==> src/rtl/prog_loader.sv <==
// ---------------------------------------------------------------------------
// prog_loader
//
// Boot-time program loader. Takes a byte stream over a valid/ready handshake,
// assembles 16-bit instruction words (high byte first) and writes them
// sequentially into instruction memory starting at address 0. The stream
// begins with a 2-byte word count N (high byte first). The CPU core is held
// in reset until all N words have been written.
//
// Ports:
//   clk           system clock, rising edge
//   reset         synchronous active-high reset
//   start         single-cycle pulse, begins a (re)load from IDLE/DONE/ERROR
//   byte_valid    source presents a byte on byte_data
//   byte_data     incoming byte
//   byte_ready    loader accepts a byte this cycle
//   mem_we        instruction memory write strobe (one cycle per word)
//   mem_addr      instruction memory write address
//   mem_wdata     instruction memory write data
//   cpu_reset     hold-reset to the CPU; drops only after a successful load
//   busy          load in progress
//   done          last load completed successfully
//   err_overflow  declared N exceeded MAX_WORDS
//   word_count    words written in the current or last load
// ---------------------------------------------------------------------------
module prog_loader #(
    parameter int ADDR_W    = 10,
    parameter int WORD_W    = 16,
    parameter int MAX_WORDS = 1024
) (
    input  logic              clk,
    input  logic              reset,
    input  logic              start,
    input  logic              byte_valid,
    input  logic [7:0]        byte_data,
    output logic              byte_ready,
    output logic              mem_we,
    output logic [ADDR_W-1:0] mem_addr,
    output logic [WORD_W-1:0] mem_wdata,
    output logic              cpu_reset,
    output logic              busy,
    output logic              done,
    output logic              err_overflow,
    output logic [ADDR_W:0]   word_count
);

    typedef enum logic [2:0] {
        S_IDLE,
        S_LEN_HI,
        S_LEN_LO,
        S_DATA_HI,
        S_DATA_LO,
        S_WRITE,
        S_DONE,
        S_ERROR
    } state_t;

    localparam logic [31:0] MAX_WORDS_U = MAX_WORDS;

    state_t              state_q, state_d;
    logic [15:0]         len_q, len_d;
    logic [7:0]          hi_q, hi_d;
    logic                byte_ready_q, byte_ready_d;
    logic                mem_we_q, mem_we_d;
    logic [ADDR_W-1:0]   mem_addr_q, mem_addr_d;
    logic [WORD_W-1:0]   mem_wdata_q, mem_wdata_d;
    logic                cpu_reset_q, cpu_reset_d;
    logic                busy_q, busy_d;
    logic                done_q, done_d;
    logic                err_q, err_d;
    logic [ADDR_W:0]     word_count_q, word_count_d;

    logic                xfer;
    logic [15:0]         len_full;
    logic [ADDR_W:0]     count_inc;

    // byte_ready is registered, so it already reflects the current state.
    assign xfer      = byte_valid && byte_ready_q;
    assign len_full  = {len_q[15:8], byte_data};
    assign count_inc = word_count_q + 1'b1;

    always_comb begin
        // NOTE: every signal gets a default before the case so no path can
        // leave one unassigned, which would otherwise infer a latch.
        state_d      = state_q;
        len_d        = len_q;
        hi_d         = hi_q;
        mem_we_d     = 1'b0;
        mem_addr_d   = mem_addr_q;
        mem_wdata_d  = mem_wdata_q;
        cpu_reset_d  = cpu_reset_q;
        busy_d       = busy_q;
        done_d       = done_q;
        err_d        = err_q;
        word_count_d = word_count_q;

        unique case (state_q)
            S_IDLE, S_DONE, S_ERROR: begin
                if (start) begin
                    state_d      = S_LEN_HI;
                    busy_d       = 1'b1;
                    done_d       = 1'b0;
                    err_d        = 1'b0;
                    cpu_reset_d  = 1'b1;
                    word_count_d = '0;
                end
            end
            S_LEN_HI: begin
                if (xfer) begin
                    len_d[15:8] = byte_data;
                    state_d     = S_LEN_LO;
                end
            end
            S_LEN_LO: begin
                if (xfer) begin
                    len_d = len_full;
                    if (len_full == 16'd0) begin
                        state_d     = S_DONE;
                        busy_d      = 1'b0;
                        done_d      = 1'b1;
                        cpu_reset_d = 1'b0;
                    end else if (32'(len_full) > MAX_WORDS_U) begin
                        // CPU stays in reset: no usable program was loaded.
                        state_d = S_ERROR;
                        busy_d  = 1'b0;
                        err_d   = 1'b1;
                    end else begin
                        state_d = S_DATA_HI;
                    end
                end
            end
            S_DATA_HI: begin
                if (xfer) begin
                    hi_d    = byte_data;
                    state_d = S_DATA_LO;
                end
            end
            S_DATA_LO: begin
                if (xfer) begin
                    // word_count has not advanced yet, so it is this word's address.
                    mem_we_d    = 1'b1;
                    mem_addr_d  = word_count_q[ADDR_W-1:0];
                    mem_wdata_d = {hi_q, byte_data};
                    state_d     = S_WRITE;
                end
            end
            S_WRITE: begin
                word_count_d = count_inc;
                if (32'(count_inc) == 32'(len_q)) begin
                    state_d     = S_DONE;
                    busy_d      = 1'b0;
                    done_d      = 1'b1;
                    cpu_reset_d = 1'b0;
                end else begin
                    state_d = S_DATA_HI;
                end
            end
            default: state_d = S_IDLE;
        endcase
    end

    // Ready follows the next state so it is valid in the same cycle the
    // state register enters a byte-accepting state; WRITE stalls the source.
    assign byte_ready_d = (state_d == S_LEN_HI)  || (state_d == S_LEN_LO) ||
                          (state_d == S_DATA_HI) || (state_d == S_DATA_LO);

    always_ff @(posedge clk) begin
        // NOTE: non-blocking assignments here so every flop samples the
        // pre-edge values, independent of statement order.
        if (reset) begin
            state_q      <= S_IDLE;
            len_q        <= '0;
            hi_q         <= '0;
            byte_ready_q <= 1'b0;
            mem_we_q     <= 1'b0;
            mem_addr_q   <= '0;
            mem_wdata_q  <= '0;
            cpu_reset_q  <= 1'b1;
            busy_q       <= 1'b0;
            done_q       <= 1'b0;
            err_q        <= 1'b0;
            word_count_q <= '0;
        end else begin
            state_q      <= state_d;
            len_q        <= len_d;
            hi_q         <= hi_d;
            byte_ready_q <= byte_ready_d;
            mem_we_q     <= mem_we_d;
            mem_addr_q   <= mem_addr_d;
            mem_wdata_q  <= mem_wdata_d;
            cpu_reset_q  <= cpu_reset_d;
            busy_q       <= busy_d;
            done_q       <= done_d;
            err_q        <= err_d;
            word_count_q <= word_count_d;
        end
    end

    assign byte_ready   = byte_ready_q;
    assign mem_we       = mem_we_q;
    assign mem_addr     = mem_addr_q;
    assign mem_wdata    = mem_wdata_q;
    assign cpu_reset    = cpu_reset_q;
    assign busy         = busy_q;
    assign done         = done_q;
    assign err_overflow = err_q;
    assign word_count   = word_count_q;

endmodule

==> config.mk <==
export PLATFORM = sky130hd
export DESIGN_NAME = prog_loader
export DESIGN_NICKNAME = d
export VERILOG_FILES = /design/src/rtl/prog_loader.sv
export SDC_FILE = /design/constraint.sdc
export NUM_CORES = 1
export LEC_CHECK = 0
export ABC_AREA = 1
export ABC_CLOCK_PERIOD_IN_PS = 2000
export CORE_MARGIN = 1.5
export CORE_UTILIZATION = 38
export CTS_CLUSTER_DIAMETER = 60
export CTS_CLUSTER_SIZE = 8
export DETAILED_ROUTE_END_ITERATION = 16
export SYNTH_ARGS = -nofsm -noshare
export SYNTH_HDL_FRONTEND = slang
export SYNTH_SLANG_ARGS = --single-unit
==> constraint.sdc <==
create_clock -name clk -period 2 [get_ports clk]
set_input_delay 0.2 -clock clk [delete_from_list [all_inputs] [get_ports clk]]
set_output_delay 0.2 -clock clk [all_outputs]
set_load 0.005 [all_outputs]
**Placement density heat map**

Drawn at 3 px/µm. The die is cut into 10 by 10 equal tiles; white is low, dark blue is high, 0 to 100% covered.
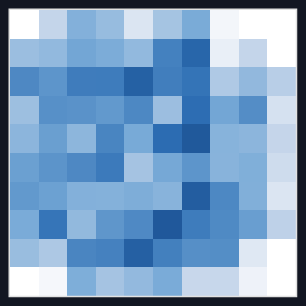
tiles over 75% full: 8.0%
nearly empty tiles: 7.0%
emptiest ninth of the die: north-east
FP Core Util: 39.3%
core outline area: 8220 µm²
final core occ: 52.4%

**Routed clock nets over the placement**

Drawn at 6 px/µm.
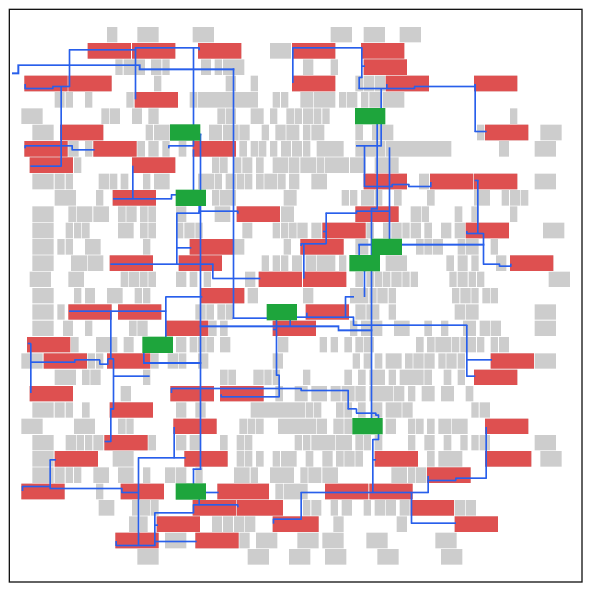
[flip-flops] red | count: 70
[clock wires] blue | length: 999 µm
[clock-net drivers] green | count: 9
flops lie: widely spread
routed clock nets: 10
power of the clock network: 1.16 mW
clk_lat worst skew: 360 ps
worst setup skew after layout: 11.8 ps

==> GITHUB_STEP_SUMMARY <==
## PnR job results

| Metric | Value |
|---|---|
| First-pass GRT wire length | roughly 15 mm |
| Number of global-route vias before repair | between 3000 and 4000 |
| Proportion of power drawn by combinational gates | between 20% and 30% |
| Number of cell instances after yosys synthesis | 470 |
| Commonest non-fill, non-tap cell in the layout | nand2_1 |
| Maximum Capacitance Violations | 0 |
| Combined area of all synthesized cells | 3230 µm² |
| Proportion of power drawn by the clock network | a little under a third |
| Fraction of layout cells with a size suffix above 1 | 13.0% |
| Final Power | 3.76 mW |
| Area growth from synthesis to final layout | 33.1% |
| Fraction of the mapped netlist area in simple logic gates | 34.2% |
| Leak pwr | 1.72 nW |
| Maximum number of pins on one net before global-route repair | 35 |
| Endpoints failing hold | 0 |
| Final setup violation count | 0 |
| ANT cells | 0 |
| All-Layer GR Usage | 20.9% |
| Routed wire per std cell | ~13 µm |
| Logic family by area | simple AND/OR/NAND/NOR gates |
| Depth of the CTS H-tree | 3 |
| Setup bufs post-CTS | 0 |
| Max-slew violations | 0 |
| Most frequent cell after synthesis | nand2_1 |
| Number of clock-tree buffers in the layout | 13 |
| Power density normalized to cell area | 874 nW/µm² |
| Vias | 3257 |
| Reg power frac | around 42% |
| Final wirelength | 8.84 mm |
| Share of final layout cell area taken by non-clock buffers | 17.8% |
| Sw Pwr | ~1.2 mW |
| Total overflow reported by the global router | 0 |
| Post-route cell area | about 4300 µm² |
| # DRC | 0 |
| Gp weighted congestion | 0.885 |
| Commonest cells in the netlist | nand2_1 (127), dfxtp_1 (70), nor2_1 (65) |
| Worst slack at placement | 23.6 ps |
| Seq Cell Count | roughly 70 |
| Seq power | 1.59 mW |
| Net count after synthesis | 483 |
| Multiplexer share of the synthesized area | 0% |
| Post-Synth AOI/OAI Area | approximately 15% |
| Startpoint of the most critical hold path | hi_q[6] |
| Switching Fraction | 32.5% |
| Largest power group | registers |
| Top class by area | multi-input combinational cells |
| Launch point of the critical path | word_count[0] |
| Portion of the post-synthesis area used by sequential elements | 43.4% |
| Internal | 2.54 mW |
| Die Outline Area | around 9100 µm² |
| Number of sinks handled by clock tree synthesis | 70 |
| Maximum clock path buffer count | 2 |
| Top cells by area in the synthesized netlist | dfxtp_1 (43%), nand2_1 (15%), a21oi_1 (7.9%), nor2_1 (7.5%), o21ai_0 (5.4%) |
| Critical Path Fanout Max | 5 |
| Ys async rst share | 0% |
| Min Hold Slack | about 460 ps |
| Post-route worst setup slack | 72.6 ps |
| Number of antenna violations at the first check in global routing | 0 |
| Logic cell area | 1660 µm² |
| Count of non-filler cells in the finished layout | 657 |
| Nets@finish | 560 |
| Transition time at the pin with the least slew margin | roughly 340 ps |
| Post-synthesis cell count | 470 |
| Area fraction of clock buffers and clock inverters | 4.48% |
| CTS Hold Buffers Added | 0 |
| Final worst path period need | 1930 ps |
| Arrival time of data at the critical path endpoint | 2180 ps |
| Adder-cell share of the synthesized area | 0.387% |
| Synthesized chip area reported by yosys | 3230 µm² |
| Post-Synthesis Mean Instance Area | 6.88 µm² |
| Port buffer count | between 50 and 60 |
| Yosys reg bits | approximately 70 |
| Final TNS setup | 0 ps |
| I/O pin cnt | about 55 |
| Worst relative slew slack | 77.2% |
| Non-Clock Inverter Count | 37 |
| Post-route ant nets | 0 |
| Fill cell instance count of the final layout | roughly 830 |
| Classification of the worst-slack hold path | flop to flop |
| Crit Path Category | flop to flop |
| Status | finished, final reports clean |
| Number of iterations in the first detailed-routing pass | 4 |
| Comb_multi_in | 346 |
| Ratio of routed vias to standard cells | 4.96 |
| Die outline width | 95.2 µm |
| Reg clk slew, reported paths | 70 ps |
metal layers:
metal  up-vias  share of wire, %  global-route usage (%)
met5         -                 0                       0
met4         0               1.8                    8.71
met3        13               4.3                    3.91
met2        69                46                    33.9
met1      1488                48                    27.1
li1       1687                 -                       -
worst max-delay path, stage by stage (launching register included):
cell and delay, ps:
dfxtp_4 370, buf_6 100, inv_1 80, nor2_2 160, nand2_1 110, nand2_2 90, nand2_2 70, nand2_1 60
nand2_1 60, nor2_1 80, nand3_1 90, nor2_1 110, nand2_1 80, a21oi_2 180, nand2_1 70, nand2_1 70
nor2_2 30
path summary, 6_finish.rpt:
kind / to / slack (ps) / cells after the start
min reg2reg: mem_wdata[14] / 460 / 2
max: byte_ready / 70 / 16
min: mem_wdata[14] / 460 / 2
max reg2reg: byte_ready / 70 / 16
Power and IR drop assume default switching activity.
